==> config.mk <==
export PLATFORM = sky130hd
export DESIGN_NAME = simon_32_64_core_flat
export DESIGN_NICKNAME = d
export VERILOG_FILES = /design/src/rtl/simon_32_64_core_if.sv /design/src/rtl/simon_32_64_core.sv /design/src/flat_wrapper.sv
export SDC_FILE = /design/constraint.sdc
export NUM_CORES = 1
export LEC_CHECK = 0
export CORE_ASPECT_RATIO = 1.25
export CORE_MARGIN = 10
export CORE_UTILIZATION = 30
export DETAILED_ROUTE_END_ITERATION = 8
export GPL_ROUTABILITY_DRIVEN = 0
export PLACE_DENSITY_LB_ADDON = 0.2
export SETUP_SLACK_MARGIN = 0.5
export SYNTH_ARGS = -nofsm -noshare
export SYNTH_HDL_FRONTEND = slang
export SYNTH_SLANG_ARGS = --single-unit
==> constraint.sdc <==
create_clock -name clk -period 2.4 [get_ports clk]
set_clock_uncertainty 0.05 [all_clocks]
set_input_delay 0.36 -clock clk [delete_from_list [all_inputs] [get_ports clk]]
set_output_delay 0.36 -clock clk [all_outputs]
set_load 0.02 [all_outputs]
==> src/rtl/simon_32_64_core_if.sv <==
// Request/response bundle between the input-collection stage, the Simon core
// and the output stage.
interface simon_32_64_core_if;
    // start is a one-cycle request with pt_in/key_in qualified by it; it is taken
    // only while busy is low, otherwise dropped. ct_valid is a one-cycle pulse with
    // ct qualified by it; there is no backpressure on either side.
    logic        start;
    logic [31:0] pt_in;
    logic [63:0] key_in;
    logic [31:0] ct;
    logic        ct_valid;
    logic        busy;
    logic        state_dbg;

    modport master (
        output start, pt_in, key_in,
        input  ct, ct_valid, busy, state_dbg
    );

    modport slave (
        input  start, pt_in, key_in,
        output ct, ct_valid, busy, state_dbg
    );
endinterface

==> src/rtl/simon_32_64_core.sv <==
// Iterative Simon 32/64 encryption engine: one round plus one key-schedule
// step per clock, ciphertext held until the next completion or reset.
module simon_32_64_core #(
    parameter int          ROUNDS = 32,
    parameter logic [61:0] Z_SEQ  = 62'b11111010001001010110000111001101111101000100101011000011100110
) (
    input  logic               clk,
    input  logic               reset,
    simon_32_64_core_if.slave  bus
);
    typedef enum logic {IDLE = 1'b0, RUN = 1'b1} state_t;

    localparam logic [5:0] LAST_RND = 6'(ROUNDS - 1);

    state_t      state;
    logic [15:0] x, y;
    logic [15:0] k0, k1, k2, k3;
    logic [5:0]  rnd;

    logic [15:0] f_x, x_next;
    logic [15:0] tmp, tmp2, knew;
    logic [5:0]  z_idx;

    // f(x) = (rol1 & rol8) ^ rol2, all 16-bit rotates
    assign f_x    = ({x[14:0], x[15]} & {x[7:0], x[15:8]}) ^ {x[13:0], x[15:14]};
    assign x_next = y ^ f_x ^ k0;

    // Key schedule for m = 4: ror3 of the newest word, mixed with k1
    assign tmp   = {k3[2:0], k3[15:3]} ^ k1;
    assign tmp2  = tmp ^ {tmp[0], tmp[15:1]};
    assign z_idx = 6'd61 - rnd;
    assign knew  = ~k0 ^ tmp2 ^ {15'b0, Z_SEQ[z_idx]} ^ 16'h0003;

    assign bus.state_dbg = state;

    always_ff @(posedge clk) begin
        if (reset) begin
            state        <= IDLE;
            x            <= '0;
            y            <= '0;
            k0           <= '0;
            k1           <= '0;
            k2           <= '0;
            k3           <= '0;
            rnd          <= '0;
            bus.ct       <= '0;
            bus.ct_valid <= 1'b0;
            bus.busy     <= 1'b0;
        end else begin
            bus.ct_valid <= 1'b0;
            case (state)
                IDLE: begin
                    if (bus.start) begin
                        x        <= bus.pt_in[31:16];
                        y        <= bus.pt_in[15:0];
                        k0       <= bus.key_in[15:0];
                        k1       <= bus.key_in[31:16];
                        k2       <= bus.key_in[47:32];
                        k3       <= bus.key_in[63:48];
                        rnd      <= '0;
                        state    <= RUN;
                        bus.busy <= 1'b1;
                    end
                end
                RUN: begin
                    x   <= x_next;
                    y   <= x;
                    k0  <= k1;
                    k1  <= k2;
                    k2  <= k3;
                    k3  <= knew;
                    rnd <= rnd + 6'd1;
                    if (rnd == LAST_RND) begin
                        bus.ct       <= {x_next, x};
                        bus.ct_valid <= 1'b1;
                        bus.busy     <= 1'b0;
                        state        <= IDLE;
                    end
                end
                default: state <= IDLE;
            endcase
        end
    end
endmodule

==> src/flat_wrapper.sv <==
// flat-port wrapper written by rule: the top's interface ports become plain ports
module simon_32_64_core_flat 
#(
    parameter int          ROUNDS = 32,
    parameter logic [61:0] Z_SEQ  = 62'b11111010001001010110000111001101111101000100101011000011100110
)
  (clk, reset, bus_start, bus_pt_in, bus_key_in, bus_ct, bus_ct_valid, bus_busy, bus_state_dbg);
  simon_32_64_core_if bus_i ();
  input  logic clk;
  input  logic reset;
  input wire logic [$bits(bus_i.start)-1:0] bus_start;
  input wire logic [$bits(bus_i.pt_in)-1:0] bus_pt_in;
  input wire logic [$bits(bus_i.key_in)-1:0] bus_key_in;
  output wire logic [$bits(bus_i.ct)-1:0] bus_ct;
  output wire logic [$bits(bus_i.ct_valid)-1:0] bus_ct_valid;
  output wire logic [$bits(bus_i.busy)-1:0] bus_busy;
  output wire logic [$bits(bus_i.state_dbg)-1:0] bus_state_dbg;
  assign bus_i.start = bus_start;
  assign bus_i.pt_in = bus_pt_in;
  assign bus_i.key_in = bus_key_in;
  assign bus_ct = bus_i.ct;
  assign bus_ct_valid = bus_i.ct_valid;
  assign bus_busy = bus_i.busy;
  assign bus_state_dbg = bus_i.state_dbg;
  simon_32_64_core #(.ROUNDS(ROUNDS), .Z_SEQ(Z_SEQ)) u_core (.clk(clk), .reset(reset), .bus(bus_i));
endmodule
==> results.txt <==
impl run done, here's what came out: RSZ-0062 raised after global routing=true, CP max FO=5, via density per instance=~4.8, CTS HTree Levels=4, clk root buf=clkbuf_16, Hold Buf Count CTS=0, 1st-pass router iterations=4, VDD IR max=0.478 mV, Synthesized Nets=between 900 and 1000, grt total ovfl=0, Die W=155 um, crit path max-delay cell type=mux4_2, most instantiated library cell after synthesis=nor2_1, vias in the first global route=about 5800, final setup TNS=0 ns, Synth area leaders=dfxtp_1, xnor2_1, mux2i_1, status=finished clean, Area leader share=40.1%, first-pass GRT wire length=32.3 mm, Reg clk slew, reported paths=around 0.060 ns, Netlist cell types=26, OpenROAD warnings=37, fin crit share=between 80% and 90%, port buffer count=roughly 130, clk buf depth=2, Core ar.=about 22000 um2, CTS tree=done, worst hold margin=between 0.15 and 0.2 ns, DRT iter0 DRCs=between 200 and 250, Worst Max-Slew Pin Slew=about 0.6 ns, Post-synth ARST share=0%, nets=~1000, CTS sink count=137, Mapped Area=6840 um2, Core Density at Floorplan=between 30% and 40%, Setup-failing EPs final=0, Synth-to-Final Area Change=36.3%, full die area=about 29000 um2, largest net degree at the start of global routing=about 120, crit path time final=approximately 2.0 ns, met2 Track Usage GR=a little over a fifth, Pleak=roughly 3.5 nW, critical path launch point type=flop, cell accounting for the most synthesized area=dfxtp_1, final hold violation count=0, critical path capture point type=flop, PD cells=708 nW/um2, busiest grt layer=met2, share of cells above drive strength 1=under 10%, Worst path max stage delay=roughly 0.45 ns, filler cell count=2264, ant diodes=0, MaxCap Viol Count=0, DP Wirelength=~15 mm, IO Count=134, Max Clock Freq=492 MHz, Worst EP arrival=about 2.3 ns, Commonest cells post-synth=nor2_1, dfxtp_1, a21oi_1, clock buffer count from CTS=17, yosys synthesis chip area=~6800 um2, CP cell instances=ha_4 -> mux2_4 -> mux4_2 -> mux2i_1 -> xor2_1 -> a211oi_1, Post-synth seq share=about 40%, Mapped Cells=roughly 800, Yosys Instances=around 800, worst setup path class=reg -> reg, Seq cells post-synth=137, ys flop type=dfxtp_1, count of library flops with an enable pin=0, Rel. slew slack=roughly three fifths, Synthesis Warnings=0, clk_lat worst skew=between 0.4 and 0.5 ns, DRC violations left=0, Hold WC Path Type=in -> reg, initial antenna violation count=0, GR Layer Usage met1=17.8%, Pins Over Slew Limit=0, Worst Path Required=roughly 2.6 ns, Die Span Y=~190 um, Antenna Violating Nets Remaining=0, Syn Area/Cell=approximately 8.5 um2
cell type report:
| class | count | area (um2) | area share, % |
|---|---|---|---|
| sequential | 137 | 2760 | 29.6 |
| tap | 283 | 354 | 3.80 |
| inverter | 4 | 15.0 | 0.161 |
| clock inverter | 10 | 139 | 1.49 |
| multi-input combinational | 600 | 3880 | 41.7 |
| clock buffer | 22 | 495 | 5.32 |
| timing repair buffer | 156 | 1670 | 18.0 |
stage by stage:
step | utilization, % | instances | setup slack (ns) | power (mW) | area (um2)
after floorplan | - | 800 | 0.371 | 3.41 | 6860
after global placement | 37.9 | 1171 | 0.325 | 3.82 | 8480
after detailed placement | 37.9 | 1171 | 0.306 | 3.83 | 8480
after CTS | 41.1 | 1207 | 0.369 | 6.67 | 9190
after global routing | 41.7 | 1212 | 0.248 | 6.92 | 9320
final | 41.7 | 1212 | 0.368 | 6.60 | 9320
worst paths after layout:
| check | start | depth (start not counted) | to | slack (ns) |
|---|---|---|---|---|
| setup / recovery | u_core.rnd[1] | 6 | u_core.k3[0] | 0.37 |
| hold / removal | reset | 2 | u_core.k0[15] | 0.19 |
| setup reg to reg | u_core.rnd[1] | 6 | u_core.k3[0] | 0.37 |
| hold reg to reg | u_core.bus.ct[10] | 2 | u_core.bus.ct[10] | 0.40 |
flip-flops by register name, indices dropped and copies added (netlist names):
name	count
u_core.bus.ct	32
u_core.k0	16
u_core.k1	16
u_core.k2	16
u_core.k3	16
u_core.x	16
u_core.y	16
u_core.rnd	6
u_core.bus.busy	1
u_core.bus.ct_valid	1
u_core.bus.state_dbg	1
logic make-up after synthesis:
family	count (synthesis)	synth area share, %
muxes	73	11.3
adders and majority gates	8	1.46
DFF	137	40.1
AOI/OAI and AO/OA	173	15.6
buffers and inverters	63	3.79
xor gates and xnor gates	100	12.8
and+or+nand+nor	246	15.0
critical path: cells and delay by family (launching register included):
kind | cells | cell delay (ns)
AOI/OAI and AO/OA | 1 | 0.08
xor gates and xnor gates | 1 | 0.16
muxes | 3 | 0.93
adders and majority gates | 1 | 0.31
DFF | 1 | 0.37
cell usage in the layout, fill, tap and decap left out, types with 18 or more instances in the layout:
| cell type | n |
|---|---|
| nor2_1 | 153 |
| dfxtp_1 | 133 |
| clkdlybuf4s50_1 | 130 |
| a21oi_1 | 89 |
| xnor2_1 | 82 |
| a211oi_1 | 79 |
| mux2i_1 | 69 |
| nand2_1 | 51 |
| nor2b_1 | 31 |
| clkbuf_16 | 21 |
| xor2_1 | 18 |
power breakdown:
group | leakage, nW | internal (mW) | switching [mW] | total, mW
Combinational | 2.03 | 0.621 | 0.541 | 1.16
Clock | 0.311 | 1.78 | 1.04 | 2.82
Sequential | 1.13 | 2.42 | 0.205 | 2.62
per-layer routing:
metal  vias up  routed length (um)
li1       2959                   -
met1      2670                9730
met2       123                9810
met3        19                1070
met4         0                 278
met5         -                   0
timing repair:
action,4_1_cts,5_1_grt
endpoints found under the setup margin,11,29
gates cloned,1,3
gates resized,5,5
setup buffers,3,2
pin swaps,1,6
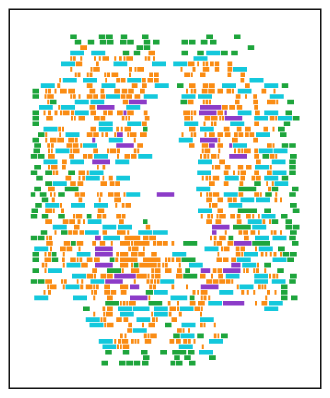
class_map.png
Drawn at 2 px/um.
legend:
  orange:
    class: remaining logic cells
    cells: 604
  green:
    class: remaining buffers and delay cells
    cells: 156
  cyan:
    class: registers
    cells: 137
  purple:
    class: clock drivers and dummy loads
    cells: 32
Finished Core Util: 41.7%
FP Rows: 61

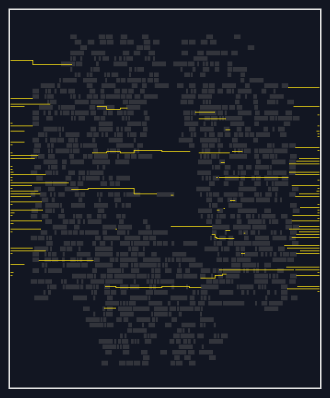
m3.png
Drawn at 2 px/um.
wire length on this layer: 1070 um
main direction: horizontal
share of all routed wire: 5.1%
DRT Wirelength: 20.9 mm
M3 GR Usage: 4.01%
total number of vias: 5771

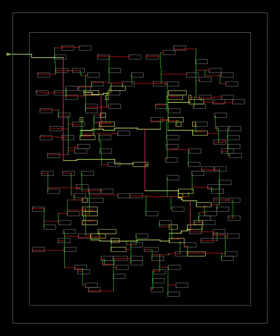
clock_nets.png
Clock buffer cells: 22
Clk. pwr: 2.82 mW

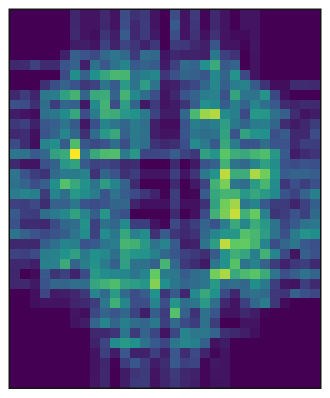
route_heat.png
Drawn at 2 px/um. The die is cut into 31 by 38 equal tiles; dark purple is low, yellow is high, scaled to the fullest tile. Values are wire area over tile area, all layers added.
nearly empty tiles: 21%
mean over tiles: 0.11
densest ninth of the die: middle right
fullest tile: 0.47
tiles over half the peak: 12%
GRT Overall Usage: 13.8%
detailed-route wire length per cell: 17.2 um

Power and IR drop assume default switching activity.
